### src/rtl/hack_screen_arbiter_if.sv
// Bus bundle between the Hack CPU data port, the screen RAM, the video scan-out
// block and hack_screen_arbiter. The slave modport is the arbiter's view.
interface hack_screen_arbiter_if #(
  parameter int WIDTH  = 16,
  parameter int AW     = 13,
  parameter int LINE_W = 8
);
  logic [WIDTH-1:0]  cpu_addr;
  logic              cpu_rd;
  logic              cpu_we;
  logic [WIDTH-1:0]  cpu_wdata;
  logic [WIDTH-1:0]  cpu_rdata;
  logic              cpu_hit;

  logic [AW-1:0]     ram_addr;
  logic              ram_we;
  logic [WIDTH-1:0]  ram_wdata;
  logic [WIDTH-1:0]  ram_rdata;

  logic              vid_line_start;
  logic [LINE_W-1:0] vid_line;
  logic              vid_rd;
  logic [WIDTH-1:0]  vid_data;
  logic              vid_empty;
  logic              fetch_busy;
  logic              underrun;

  modport slave (
    input  cpu_addr, cpu_rd, cpu_we, cpu_wdata, ram_rdata,
           vid_line_start, vid_line, vid_rd,
    output cpu_rdata, cpu_hit, ram_addr, ram_we, ram_wdata,
           vid_data, vid_empty, fetch_busy, underrun
  );

  modport master (
    output cpu_addr, cpu_rd, cpu_we, cpu_wdata, ram_rdata,
           vid_line_start, vid_line, vid_rd,
    input  cpu_rdata, cpu_hit, ram_addr, ram_we, ram_wdata,
           vid_data, vid_empty, fetch_busy, underrun
  );
endinterface

### src/rtl/hack_screen_arbiter.sv
// Screen RAM arbiter: the CPU data port always wins; idle cycles prefetch one
// display line into a line FIFO that the VGA scan-out block drains.
module hack_screen_arbiter #(
  parameter int               WIDTH          = 16,
  parameter logic [WIDTH-1:0] SCREEN_BASE    = 16'h4000,
  parameter int               AW             = 13,
  parameter int               WORDS_PER_LINE = 32,
  parameter int               LINE_W         = 8
) (
  input  logic                  clk,
  input  logic                  reset_n,
  hack_screen_arbiter_if.slave  bus
);

  localparam int PW = $clog2(WORDS_PER_LINE);
  localparam int CW = $clog2(WORDS_PER_LINE + 1);

  typedef enum logic {
    S_IDLE,
    S_FETCH
  } state_t;

  state_t            r_state;
  state_t            w_state_nxt;

  logic [WIDTH:0]    w_diff;
  logic              w_cpu_hit;
  logic              w_cpu_claim;
  logic [AW-1:0]     w_cpu_off;

  logic              w_start;
  logic [LINE_W-1:0] w_line;
  logic [AW-1:0]     w_line_base;
  logic [AW-1:0]     r_fetch_ptr;
  logic [CW-1:0]     r_issued;
  logic              r_pend;
  logic              w_words_left;
  logic              w_issue;

  logic [WIDTH-1:0]  r_mem [WORDS_PER_LINE];
  logic [PW-1:0]     r_rd_ptr;
  logic [PW-1:0]     r_wr_ptr;
  logic [CW-1:0]     r_count;
  logic              w_empty;
  logic              w_push;
  logic              w_pop;
  logic              r_underrun;

  // Decode with a borrow bit so addresses below the window cannot alias into it.
  assign w_diff      = {1'b0, bus.cpu_addr} - {1'b0, SCREEN_BASE};
  assign w_cpu_hit   = !w_diff[WIDTH] && (w_diff[WIDTH-1:AW] == '0);
  assign w_cpu_off   = w_diff[AW-1:0];
  assign w_cpu_claim = w_cpu_hit && (bus.cpu_rd || bus.cpu_we);

  assign w_start      = bus.vid_line_start;
  assign w_line       = bus.vid_line;
  assign w_line_base  = AW'(32'(w_line) * WORDS_PER_LINE);
  assign w_words_left = (r_issued != CW'(WORDS_PER_LINE));
  assign w_issue      = (r_state == S_FETCH) && w_words_left && !w_cpu_claim;

  assign w_empty = (r_count == '0);
  assign w_push  = r_pend && !w_start;
  assign w_pop   = bus.vid_rd && !w_empty;

  // NOTE: sequential state uses non-blocking assignments so every register
  // samples pre-edge values regardless of process evaluation order.
  always_ff @(posedge clk or negedge reset_n) begin
    if (!reset_n) begin
      r_state <= S_IDLE;
    end else begin
      r_state <= w_state_nxt;
    end
  end

  // NOTE: defaults first so every path assigns every output and no latch is inferred.
  always_comb begin
    w_state_nxt = r_state;
    unique case (r_state)
      S_IDLE: begin
        if (w_start) w_state_nxt = S_FETCH;
      end
      S_FETCH: begin
        if (w_start)            w_state_nxt = S_FETCH;
        else if (!w_words_left) w_state_nxt = S_IDLE;
      end
      default: w_state_nxt = S_IDLE;
    endcase
  end

  // The last read pushes on the same edge that returns the engine to idle.
  always_ff @(posedge clk or negedge reset_n) begin
    if (!reset_n) begin
      r_fetch_ptr <= '0;
      r_issued    <= '0;
      r_pend      <= 1'b0;
    end else if (w_start) begin
      r_fetch_ptr <= w_line_base;
      r_issued    <= '0;
      r_pend      <= 1'b0;
    end else begin
      r_pend <= w_issue;
      if (w_issue) begin
        r_fetch_ptr <= r_fetch_ptr + AW'(1);
        r_issued    <= r_issued + CW'(1);
      end
    end
  end

  always_comb begin
    bus.ram_addr  = '0;
    bus.ram_we    = 1'b0;
    bus.ram_wdata = '0;
    if (w_cpu_claim) begin
      bus.ram_addr  = w_cpu_off;
      bus.ram_we    = bus.cpu_we;
      bus.ram_wdata = bus.cpu_wdata;
    end else if (w_issue) begin
      bus.ram_addr = r_fetch_ptr;
    end
  end

  // NOTE: FIFO storage has no reset; the empty flag guards every read of it.
  always_ff @(posedge clk) begin
    if (w_push) r_mem[r_wr_ptr] <= bus.ram_rdata;
  end

  always_ff @(posedge clk or negedge reset_n) begin
    if (!reset_n) begin
      r_rd_ptr <= '0;
      r_wr_ptr <= '0;
      r_count  <= '0;
    end else if (w_start) begin
      r_rd_ptr <= '0;
      r_wr_ptr <= '0;
      r_count  <= '0;
    end else begin
      if (w_push) begin
        r_wr_ptr <= (r_wr_ptr == PW'(WORDS_PER_LINE - 1)) ? '0 : r_wr_ptr + PW'(1);
      end
      if (w_pop) begin
        r_rd_ptr <= (r_rd_ptr == PW'(WORDS_PER_LINE - 1)) ? '0 : r_rd_ptr + PW'(1);
      end
      unique case ({w_push, w_pop})
        2'b10:   r_count <= r_count + CW'(1);
        2'b01:   r_count <= r_count - CW'(1);
        default: r_count <= r_count;
      endcase
    end
  end

  always_ff @(posedge clk or negedge reset_n) begin
    if (!reset_n) begin
      r_underrun <= 1'b0;
    end else if (bus.vid_rd && w_empty) begin
      r_underrun <= 1'b1;
    end
  end

  assign bus.cpu_rdata  = bus.ram_rdata;
  assign bus.cpu_hit    = w_cpu_hit;
  assign bus.vid_data   = w_empty ? '0 : r_mem[r_rd_ptr];
  assign bus.vid_empty  = w_empty;
  assign bus.fetch_busy = (r_state == S_FETCH);
  assign bus.underrun   = r_underrun;

endmodule
### src/flat_wrapper.sv
// flat-port wrapper written by rule: the top's interface ports become plain ports
module hack_screen_arbiter_flat 
#(
  parameter int               WIDTH          = 16,
  parameter logic [WIDTH-1:0] SCREEN_BASE    = 16'h4000,
  parameter int               AW             = 13,
  parameter int               WORDS_PER_LINE = 32,
  parameter int               LINE_W         = 8
)
  (clk, reset_n, bus_cpu_addr, bus_cpu_rd, bus_cpu_we, bus_cpu_wdata, bus_ram_rdata, bus_vid_line_start, bus_vid_line, bus_vid_rd, bus_cpu_rdata, bus_cpu_hit, bus_ram_addr, bus_ram_we, bus_ram_wdata, bus_vid_data, bus_vid_empty, bus_fetch_busy, bus_underrun);
  hack_screen_arbiter_if #(.WIDTH(WIDTH), .AW(AW), .LINE_W(LINE_W)) bus_i ();
  input  logic clk;
  input  logic reset_n;
  input wire logic [$bits(bus_i.cpu_addr)-1:0] bus_cpu_addr;
  input wire logic [$bits(bus_i.cpu_rd)-1:0] bus_cpu_rd;
  input wire logic [$bits(bus_i.cpu_we)-1:0] bus_cpu_we;
  input wire logic [$bits(bus_i.cpu_wdata)-1:0] bus_cpu_wdata;
  input wire logic [$bits(bus_i.ram_rdata)-1:0] bus_ram_rdata;
  input wire logic [$bits(bus_i.vid_line_start)-1:0] bus_vid_line_start;
  input wire logic [$bits(bus_i.vid_line)-1:0] bus_vid_line;
  input wire logic [$bits(bus_i.vid_rd)-1:0] bus_vid_rd;
  output wire logic [$bits(bus_i.cpu_rdata)-1:0] bus_cpu_rdata;
  output wire logic [$bits(bus_i.cpu_hit)-1:0] bus_cpu_hit;
  output wire logic [$bits(bus_i.ram_addr)-1:0] bus_ram_addr;
  output wire logic [$bits(bus_i.ram_we)-1:0] bus_ram_we;
  output wire logic [$bits(bus_i.ram_wdata)-1:0] bus_ram_wdata;
  output wire logic [$bits(bus_i.vid_data)-1:0] bus_vid_data;
  output wire logic [$bits(bus_i.vid_empty)-1:0] bus_vid_empty;
  output wire logic [$bits(bus_i.fetch_busy)-1:0] bus_fetch_busy;
  output wire logic [$bits(bus_i.underrun)-1:0] bus_underrun;
  assign bus_i.cpu_addr = bus_cpu_addr;
  assign bus_i.cpu_rd = bus_cpu_rd;
  assign bus_i.cpu_we = bus_cpu_we;
  assign bus_i.cpu_wdata = bus_cpu_wdata;
  assign bus_i.ram_rdata = bus_ram_rdata;
  assign bus_i.vid_line_start = bus_vid_line_start;
  assign bus_i.vid_line = bus_vid_line;
  assign bus_i.vid_rd = bus_vid_rd;
  assign bus_cpu_rdata = bus_i.cpu_rdata;
  assign bus_cpu_hit = bus_i.cpu_hit;
  assign bus_ram_addr = bus_i.ram_addr;
  assign bus_ram_we = bus_i.ram_we;
  assign bus_ram_wdata = bus_i.ram_wdata;
  assign bus_vid_data = bus_i.vid_data;
  assign bus_vid_empty = bus_i.vid_empty;
  assign bus_fetch_busy = bus_i.fetch_busy;
  assign bus_underrun = bus_i.underrun;
  hack_screen_arbiter #(.WIDTH(WIDTH), .SCREEN_BASE(SCREEN_BASE), .AW(AW), .WORDS_PER_LINE(WORDS_PER_LINE), .LINE_W(LINE_W)) u_core (.clk(clk), .reset_n(reset_n), .bus(bus_i));
endmodule
### config.mk
export PLATFORM = sky130hd
export DESIGN_NAME = hack_screen_arbiter_flat
export DESIGN_NICKNAME = d
export VERILOG_FILES = /design/src/rtl/hack_screen_arbiter_if.sv /design/src/rtl/hack_screen_arbiter.sv /design/src/flat_wrapper.sv
export SDC_FILE = /design/constraint.sdc
export NUM_CORES = 1
export LEC_CHECK = 0
export CORE_MARGIN = 5
export CORE_UTILIZATION = 63
export CTS_CLUSTER_DIAMETER = 30
export DETAILED_ROUTE_END_ITERATION = 16
export DONT_BUFFER_PORTS = 1
export GPL_TIMING_DRIVEN = 0
export PLACE_DENSITY = 0.79
export SKIP_CTS_REPAIR_TIMING = 1
export SLEW_MARGIN = 15
export SYNTH_ARGS = -nofsm -noshare
export SYNTH_HDL_FRONTEND = slang
export SYNTH_SLANG_ARGS = --single-unit
### constraint.sdc
create_clock -name clk -period 3.2 [get_ports clk]
set_clock_uncertainty 0.2 [all_clocks]
set_input_delay 0.48 -clock clk [delete_from_list [all_inputs] [get_ports clk]]
set_output_delay 0.48 -clock clk [all_outputs]
set_load 0.02 [all_outputs]
Run 1, zoomed window:
Scale bar: 10 µm. Window x 84 to 114, y 84 to 114 µm. Cells in grey, sequential cells in the stronger grey; small squares are vias.
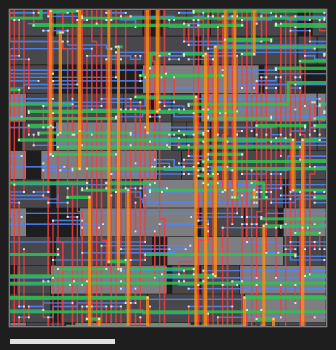
Green shows met3. Red shows met2. Blue shows met1. Orange shows met4.
51 logic cells have their middle in the window. Sequential cells in the window: 10. Netlist names of flops here include `u_core.r_mem` (8), `u_core.r_rd_ptr` (2). Most frequent: nor2_2 (12), edfxtp_1 (8).

Run 1, clock nets:
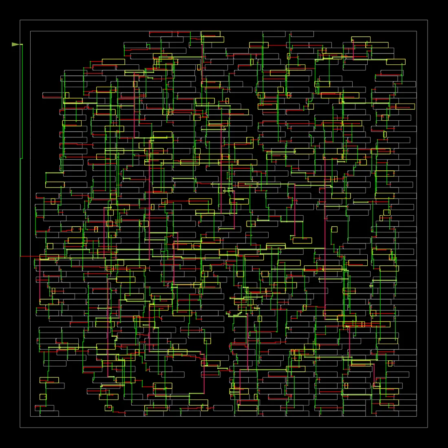
clk pwr: 10900 µW
CLK BUF: 104
flop count: 550
clock sink count: 550

==> results_dict.tcl, run 1 <==
# flow metrics
set metrics [dict create \
    violations "negative hold slack, negative setup slack" \
    fin_area_um2 28700 \
    yosysChipArea_um2 22400 \
    finalWorstSetupSlack_ns -0.418 \
    ys_top_logic_family "multiplexers" \
    synth-seq-cells 550 \
    pwr_density_cell_nw_per_um2 866 \
    regArea_um2 16300 \
    finalSetupViolations 186 \
    hold_viol_final 1 \
    pg_comb_uw 5920 \
    syn_area_per_cell_um2 18.6 \
    clkLatencyLatePin_ns 0.64 \
    status "complete, but fails checks" \
    reg2reg_depth 12 \
    power_uw 24900 \
    warnings 31 \
    hold_class "in2reg" \
    whs_ns -0.0234 \
    top_area_cell "edfxtp_1" \
    rows 69 \
    rsz0062_at_grt "true" \
    arrival_ns 2.94 \
    path_cells "buf_12, buf_12, buf_12, mux4_2, mux2i_4, nor2_4, a21oi_2, o22ai_4" \
]
Run 1, M1 wires:
Supply wires on this layer in grey.
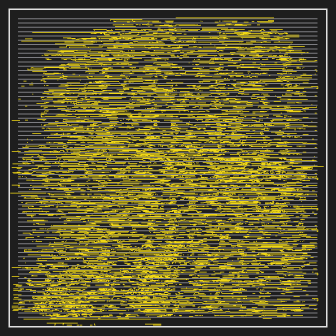
1397 nets have wire on it. The longest straight run is 80.0 µm. The wires run mostly horizontal.
met1 Use GR: 41.3%
Via Count: 14174
drt total wl: 72400 µm

Run 1, met4 routing:
Supply wires on this layer in grey.
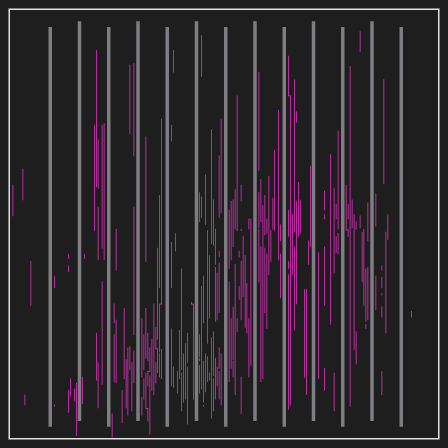
The wires run mostly vertical. The layer holds 6.9% of the routed length. 161 nets have wire on it. The longest straight run is 158 µm. The layer carries 5030 µm of wire.

-- run 1: metal layers --
| metal | up-vias | GRT usage, % | share of wire, % |
|---|---|---|---|
| met1 | 7029 | 41.3 | 32 |
| met2 | 1506 | 46.4 | 47 |
| met4 | 24 | 11.8 | 6.9 |
| li1 | 5188 | - | - |
| met3 | 427 | 7.93 | 13 |
| met5 | - | 0 | 0.19 |
-- run 1: cell type report --
cell class,instances,area share [%]
well taps,461,2.01
flip-flops and latches,550,56.9
multi-input cells,557,22.7
repair buffers,82,4.01
inverters,11,0.144
clock buffers,104,8.62
diodes,5,0.0436
plain buffers,81,2.28
clock inverters,80,3.30
--- run 2 (diff from run 1) ---
Settings changed: CORE_UTILIZATION 63 to 60, PLACE_DENSITY 0.79 to 0.76.
Run 2, metal layers overlaid:
Two of the layers only.
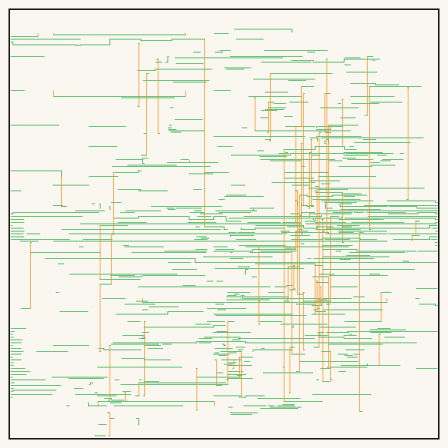
Orange shows met4, wire length 2050 µm. Green shows met3, wire length 7600 µm.
GRT Resource Usage Total: 26.5%
drt total wl: 63300 µm
wire length per cell: 32.4 µm

Run 2, M1 wires:
Supply wires on this layer in grey.
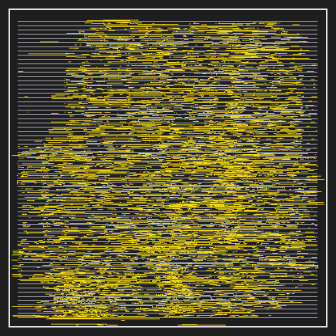
1412 nets have wire on it. The wires run mostly horizontal. The layer carries 22.2 mm of wire. The layer holds 35% of the routed length. The longest straight run is 73.1 µm.
met1 Use GR: 37.7%
Via Count: 13096

==> results_dict.tcl, run 2 <==
# flow metrics
set metrics [dict create \
    status "complete, but fails checks" \
    violations "negative setup slack" \
    diodes 6 \
    finalWorstSetupSlack_ns -0.376 \
    fp_nets 1278 \
    area_dominant_class "registers" \
    synth_area_um2 22400 \
    fin_area_um2 28700 \
    whs_ns 0.151 \
    hold_class "in2reg" \
    power_uw 24100 \
    clkbuf_count 120 \
    reg2reg_depth 10 \
    warnings 31 \
    n_all_inverters 11 \
    bufAreaShareNonClock_pct 6.96 \
    flop-count 550 \
    clock-sinks 550 \
    grt_pass1_vias 12527 \
    clock_area_share_pct 11.6 \
    p_clk_uw 10400 \
    clkLatencyLatePin_ns 0.61 \
    comb_share_pct 22.3 \
    tap_cells 468 \
    rows 70 \
    mux_share_pct 16.1 \
    comb.multi_input.count 557 \
    yosysChipArea_um2 22400 \
    finalSetupViolations 16 \
    rsz0062_at_grt "true" \
    seq_share_pct 56.9 \
    pwr_density_cell_nw_per_um2 841 \
    synth-seq-cells 550 \
    pg_comb_uw 5720 \
    hold_viol_final 0 \
    regArea_um2 16300 \
    arrival_ns 2.90 \
    signal_buffers 183 \
]
## run 2: cell counts after synthesis
Identical to the previous run, type by type.
## run 2: cell families after synthesis
logic type,Yosys count
adder cells (fa/ha/maj),14
flip-flops,550
XOR/XNOR,23
AND-OR/OR-AND,104
buffers and inverters,95
AND/OR/NAND/NOR,220
multiplexers,196
## run 2: tightest hold or removal path, delay by kind of cell
family / cells / cell delay [ns]
muxes: 1 / 0.19
AOI/OAI and AO/OA: 1 / 0.21
and+or+nand+nor: 1 / 0.05
## run 2: routing by layer
| metal | global-route usage (%) | part of all wire (%) | up-vias |
|---|---|---|---|
| met2 | 40.8 | 49 | 985 |
| met4 | 10.1 | 3.2 | 24 |
| met1 | 37.7 | 35 | 6691 |
| li1 | - | - | 5237 |
| met3 | 6.38 | 12 | 159 |
| met5 | 0 | 0.23 | - |
Power figures rest on the tool's default switching activity, not on a simulated workload.
